[config.mk]
export PLATFORM = sky130hd
export DESIGN_NAME = ram_lsu_master
export DESIGN_NICKNAME = d
export VERILOG_FILES = /design/src/rtl/lsu_pkg.sv /design/src/rtl/lsu_load_align.sv /design/src/rtl/ram_lsu_master.sv
export SDC_FILE = /design/constraint.sdc
export NUM_CORES = 1
export LEC_CHECK = 0
export CELL_PAD_IN_SITES_DETAIL_PLACEMENT = 0
export CELL_PAD_IN_SITES_GLOBAL_PLACEMENT = 1
export CORE_MARGIN = 4
export CORE_UTILIZATION = 34
export CTS_CLUSTER_SIZE = 28
export DETAILED_ROUTE_END_ITERATION = 10
export HOLD_SLACK_MARGIN = 0.12
export PLACE_DENSITY_LB_ADDON = 0.1
export SLEW_MARGIN = 30
export SYNTH_ARGS = -nofsm -noshare
export SYNTH_HDL_FRONTEND = slang
export SYNTH_HIERARCHICAL = 1
export SYNTH_SLANG_ARGS = --single-unit
export TNS_END_PERCENT = 50
[constraint.sdc]
create_clock -name clk -period 2.7 [get_ports clk]
set_input_delay 0.27 -clock clk [delete_from_list [all_inputs] [get_ports clk]]
set_output_delay 0.27 -clock clk [all_outputs]
set_load 0.05 [all_outputs]
[src/rtl/lsu_pkg.sv]
// Shared definitions for the RAM load/store master: funct3 codes, FSM states
// and the store-lane helpers used when a store is accepted.
package lsu_pkg;

    localparam int BE_W = 4;

    localparam logic [2:0] F3_B  = 3'b000;
    localparam logic [2:0] F3_H  = 3'b001;
    localparam logic [2:0] F3_W  = 3'b010;
    localparam logic [2:0] F3_BU = 3'b100;
    localparam logic [2:0] F3_HU = 3'b101;

    typedef enum logic [2:0] {
        IDLE,
        WRITE,
        RD_ISSUE,
        RD_DATA,
        FAULT
    } state_t;

    // funct3[1:0] alone encodes the access width for both loads and stores
    function automatic logic [BE_W-1:0] store_be(input logic [2:0] funct3,
                                                 input logic [1:0] offset);
        logic [BE_W-1:0] be;
        case (funct3[1:0])
            2'b00:   be = 4'b0001 << offset;
            2'b01:   be = offset[1] ? 4'b1100 : 4'b0011;
            default: be = 4'b1111;
        endcase
        return be;
    endfunction

    function automatic logic [31:0] store_lanes(input logic [2:0]  funct3,
                                                input logic [31:0] wdata);
        logic [31:0] lanes;
        case (funct3[1:0])
            2'b00:   lanes = {4{wdata[7:0]}};
            2'b01:   lanes = {2{wdata[15:0]}};
            default: lanes = wdata;
        endcase
        return lanes;
    endfunction

endpackage

[src/rtl/lsu_load_align.sv]
// Selects the addressed byte/half/word from the RAM read word and sign- or
// zero-extends it according to the load funct3.
module lsu_load_align
    import lsu_pkg::*;
#(
    parameter int DATA_W = 32
) (
    input  logic [DATA_W-1:0] ram_q,
    input  logic [1:0]        offset,
    input  logic [2:0]        funct3,
    output logic [DATA_W-1:0] result
);

    logic [DATA_W-1:0] lane;
    logic signed [7:0]  byte_s;
    logic signed [15:0] half_s;

    always_comb begin
        lane   = ram_q >> {offset, 3'b000};
        byte_s = signed'(lane[7:0]);
        half_s = signed'(lane[15:0]);
        result = '0;
        case (funct3)
            F3_B:    result = DATA_W'(byte_s);
            F3_H:    result = DATA_W'(half_s);
            F3_W:    result = lane;
            F3_BU:   result = DATA_W'(lane[7:0]);
            F3_HU:   result = DATA_W'(lane[15:0]);
            default: result = '0;
        endcase
    end

endmodule

[src/rtl/ram_lsu_master.sv]
// Load/store initiator for a byte-enabled, registered-read simple dual-port RAM:
// classifies core requests, drives write lanes and extracts load results.
module ram_lsu_master
    import lsu_pkg::*;
#(
    parameter int ADDR_W = 8,
    parameter int DATA_W = 32
) (
    input  logic              clk,
    input  logic              rst_n,
    input  logic              req,
    input  logic              req_we,
    input  logic [2:0]        req_funct3,
    input  logic [31:0]       req_addr,
    input  logic [DATA_W-1:0] req_wdata,
    output logic              busy,
    output logic              done,
    output logic              err,
    output logic [DATA_W-1:0] rdata,
    output logic              ram_we,
    output logic [BE_W-1:0]   ram_be,
    output logic [DATA_W-1:0] ram_wdata,
    output logic [ADDR_W-1:0] ram_waddr,
    output logic [ADDR_W-1:0] ram_raddr,
    input  logic [DATA_W-1:0] ram_q
);

    state_t            state_q, state_d;
    logic [1:0]        off_p0;
    logic [2:0]        f3_p0;
    logic              vld_p1;
    logic              accept;
    logic              illegal, misaligned, out_of_range, fault;
    logic [DATA_W-1:0] ld_result;

    always_comb begin
        if (req_we)
            illegal = req_funct3[2] || (req_funct3[1:0] == 2'b11);
        else
            illegal = (req_funct3 == 3'b011) || (req_funct3[2:1] == 2'b11);
        misaligned = ((req_funct3[1:0] == 2'b01) && req_addr[0]) ||
                     ((req_funct3[1:0] == 2'b10) && (req_addr[1:0] != 2'b00));
        out_of_range = |(req_addr >> (ADDR_W + 2));
        fault = illegal || misaligned || out_of_range;
    end

    // A FAULT cycle is itself the done cycle, so a new request may be taken there
    assign accept = req && ((state_q == IDLE) || (state_q == FAULT));

    always_comb begin
        state_d = state_q;
        busy    = 1'b0;
        done    = vld_p1;
        err     = 1'b0;
        case (state_q)
            IDLE, FAULT: begin
                if (state_q == FAULT) begin
                    done = 1'b1;
                    err  = 1'b1;
                end
                if (req)
                    state_d = fault ? FAULT : (req_we ? WRITE : RD_ISSUE);
                else
                    state_d = IDLE;
            end
            WRITE: begin
                busy    = 1'b1;
                state_d = IDLE;
            end
            RD_ISSUE: begin
                busy    = 1'b1;
                state_d = RD_DATA;
            end
            RD_DATA: begin
                busy    = 1'b1;
                state_d = IDLE;
            end
            default: state_d = IDLE;
        endcase
    end

    lsu_load_align #(.DATA_W(DATA_W)) u_load_align (
        .ram_q  (ram_q),
        .offset (off_p0),
        .funct3 (f3_p0),
        .result (ld_result)
    );

    always_ff @(posedge clk or negedge rst_n) begin
        if (!rst_n) begin
            state_q   <= IDLE;
            vld_p1    <= 1'b0;
            off_p0    <= '0;
            f3_p0     <= '0;
            ram_we    <= 1'b0;
            ram_be    <= '0;
            ram_wdata <= '0;
            ram_waddr <= '0;
            ram_raddr <= '0;
            rdata     <= '0;
        end else begin
            state_q <= state_d;
            // Stage p0: capture the accepted request and present it to the RAM
            if (accept) begin
                off_p0 <= req_addr[1:0];
                f3_p0  <= req_funct3;
            end
            ram_we <= accept && req_we && !fault;
            ram_be <= (accept && req_we && !fault) ? store_be(req_funct3, req_addr[1:0]) : '0;
            if (accept && req_we && !fault) begin
                ram_wdata <= store_lanes(req_funct3, req_wdata);
                ram_waddr <= req_addr[ADDR_W+1:2];
            end
            if (accept && !req_we && !fault)
                ram_raddr <= req_addr[ADDR_W+1:2];
            // Stage p1: completion pulse after the RAM write or the load capture
            vld_p1 <= (state_q == WRITE) || (state_q == RD_DATA);
            if (state_q == RD_DATA)
                rdata <= ld_result;
        end
    end

endmodule
Figure 1. Nets reached from selected ports.
Scale: 4 px per µm.
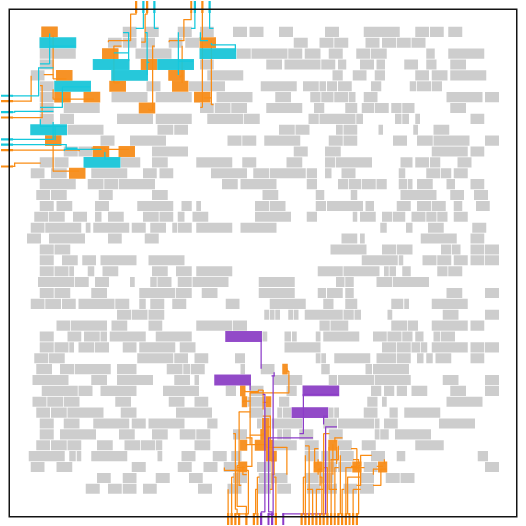
- cyan: ram_raddr (bits 8; direction output; end cells 8; buffers 8; wire 191 µm)
- purple: ram_be (bits 4; direction output; end cells 4; buffers 4; wire 167 µm)
- orange: req_addr (bits 32; direction input; end cells 30; buffers 32; wire 730 µm)

Figure 2. The clock network.
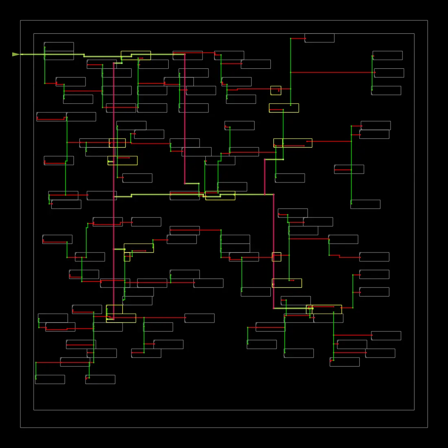
power in the clock group: 1.22 mW
clock buffer count: 11
clk latency late pin: 0.34 ns

Figure 3. Metal 3.
Scale: 3 px per µm. Cells faint in the background.
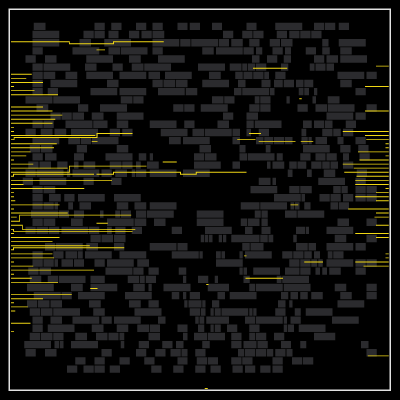
- main direction: horizontal
- wire length on this layer: 1180 µm
- share of all routed wire: 8.8%
- nets with wire on the layer: 97
- longest straight run: 39.6 µm

## worst register-to-register path: cells and delay by family, from the launching register on
kind                   cells  cell delay, ns
muxes                      2            0.56
and+or+nand+nor            2            0.20
AOI/OAI and AO/OA          1            0.37
DFF                        1            0.45
buffers and inverters      1            0.26
## cell usage after synthesis
master                       n  share of area, %
sky130_fd_sc_hd__dfrtp_1    94                49
sky130_fd_sc_hd__mux2_2     61                14
sky130_fd_sc_hd__mux2_1     36               8.5
sky130_fd_sc_hd__nand2_1    33               2.6
sky130_fd_sc_hd__mux2i_1    27               5.7
sky130_fd_sc_hd__o21ai_0    16               1.7
sky130_fd_sc_hd__a211oi_1   15               2.4
sky130_fd_sc_hd__nor2b_1    11               1.4
sky130_fd_sc_hd__o21ai_1     9              0.94
sky130_fd_sc_hd__clkbuf_1    8              0.63
sky130_fd_sc_hd__nor2_1      8              0.63
sky130_fd_sc_hd__a21o_1      7               1.1
sky130_fd_sc_hd__nor4_1      7              0.92
sky130_fd_sc_hd__o2bb2ai_1   6               1.1
sky130_fd_sc_hd__buf_2       5              0.52
sky130_fd_sc_hd__buf_6       5               1.2
sky130_fd_sc_hd__a21oi_1     4              0.42
sky130_fd_sc_hd__or2_2       4              0.52
sky130_fd_sc_hd__nor3b_1     3              0.47
sky130_fd_sc_hd__buf_1       2              0.16
sky130_fd_sc_hd__nand2b_1    2              0.26
sky130_fd_sc_hd__nand3b_1    2              0.31
sky130_fd_sc_hd__nor2_2      2              0.26
sky130_fd_sc_hd__o211ai_2    2              0.52
sky130_fd_sc_hd__o21a_1      2              0.31
sky130_fd_sc_hd__a311oi_4    1              0.55
sky130_fd_sc_hd__and2_0      1              0.13
sky130_fd_sc_hd__and2_1      1              0.13
sky130_fd_sc_hd__buf_4       1              0.16
sky130_fd_sc_hd__inv_1       1             0.079
sky130_fd_sc_hd__nand2b_4    1              0.29
sky130_fd_sc_hd__nand3b_2    1              0.24
sky130_fd_sc_hd__nand4_2     1              0.26
sky130_fd_sc_hd__nor3_1      1              0.10
sky130_fd_sc_hd__nor3_4      1              0.34
sky130_fd_sc_hd__nor4_2      1              0.26
sky130_fd_sc_hd__nor4_4      1              0.45
sky130_fd_sc_hd__o211a_4     1              0.37
sky130_fd_sc_hd__o21ai_2     1              0.18
sky130_fd_sc_hd__o221ai_1    1              0.18
sky130_fd_sc_hd__o22ai_1     1              0.13
## logic make-up (layout without fill, tap and decap cells)
group	after synthesis	in the layout	synth area share, %
buffers and inverters	22	220	2.73
muxes	124	124	28.5
DFF	94	94	49.3
AOI/OAI and AO/OA	66	66	9.85
and+or+nand+nor	81	81	9.62
## repair_timing
item,CTS,global route
hold buffers,1,0
buffers inserted,0,0
endpoints found under the hold margin,40,0
## state kept, by name, summed over array words and instances (netlist names)
| name | count |
|---|---|
| ram_wdata | 32 |
| vld_p1 | 1 |
| f3_p0 | 3 |
| rdata | 32 |
| off_p0 | 2 |
| state_q | 3 |
| ram_be | 4 |
| ram_waddr | 8 |
| ram_we | 1 |
| ram_raddr | 8 |
## layout make-up
class	count	area, µm²
clock buffer	11	253
inverter	1	3.75
clock inverter	5	33.8
tap	180	225
sequential	94	2350
timing repair buffer	203	2020
fill	1254	6640
multi-input combinational	271	2290
==> flow_summary.toml <==
# implementation run metrics
[global_route]
gr-total-overflow = 0
groute.layer.met1.usage_pct = 21.1
global_route.usage.total_pct = 17.1

[setup_path]
critPathRequiredTime_ns = 2.43
crit_chain = "nor2_1 -> and2_1 -> or2_2 -> clkdlybuf4s50_1"
crit_start = "state_q[0]"
worst_path_largest_cell_delay_ns = 0.79
crit_fanout = 5
critical_path_buf_inv_count = 1
worstRegToRegCells = 6

[pwr]
pwr-share-comb_pct = 18.5
power_combinational_mw = 0.608
pwr_per_cell_area_nw_per_um2 = 458
main_power_group = "registers"

[cells_and_area]
layout.cells.non_filler = 765
design.final.nets = 683
layout.core_utilization_pct = 52.0

[outcome]
status = "finished clean"

[placement]
placedInstanceArea_um2 = 6890

[timing]
whs_ns = 0.452
timing_worst_slew_pin_value_ns = 0.606
final.min_clock_period_ns = 2.26
setup_slack_ns = 0.443
timing.final.setup_violations = 0

[detailed_routing]
number_of_detailed_route_iterations_in_the_first_pass = 4
totalWireLength_um = 13500
ant_nets = 0
route.detailed.drc = 0

[yosys]
synth_cells = 387

[clocking]
clock_tree.buffer_depth = 2
No activity file was given, so power comes from the tool's default toggle rates.
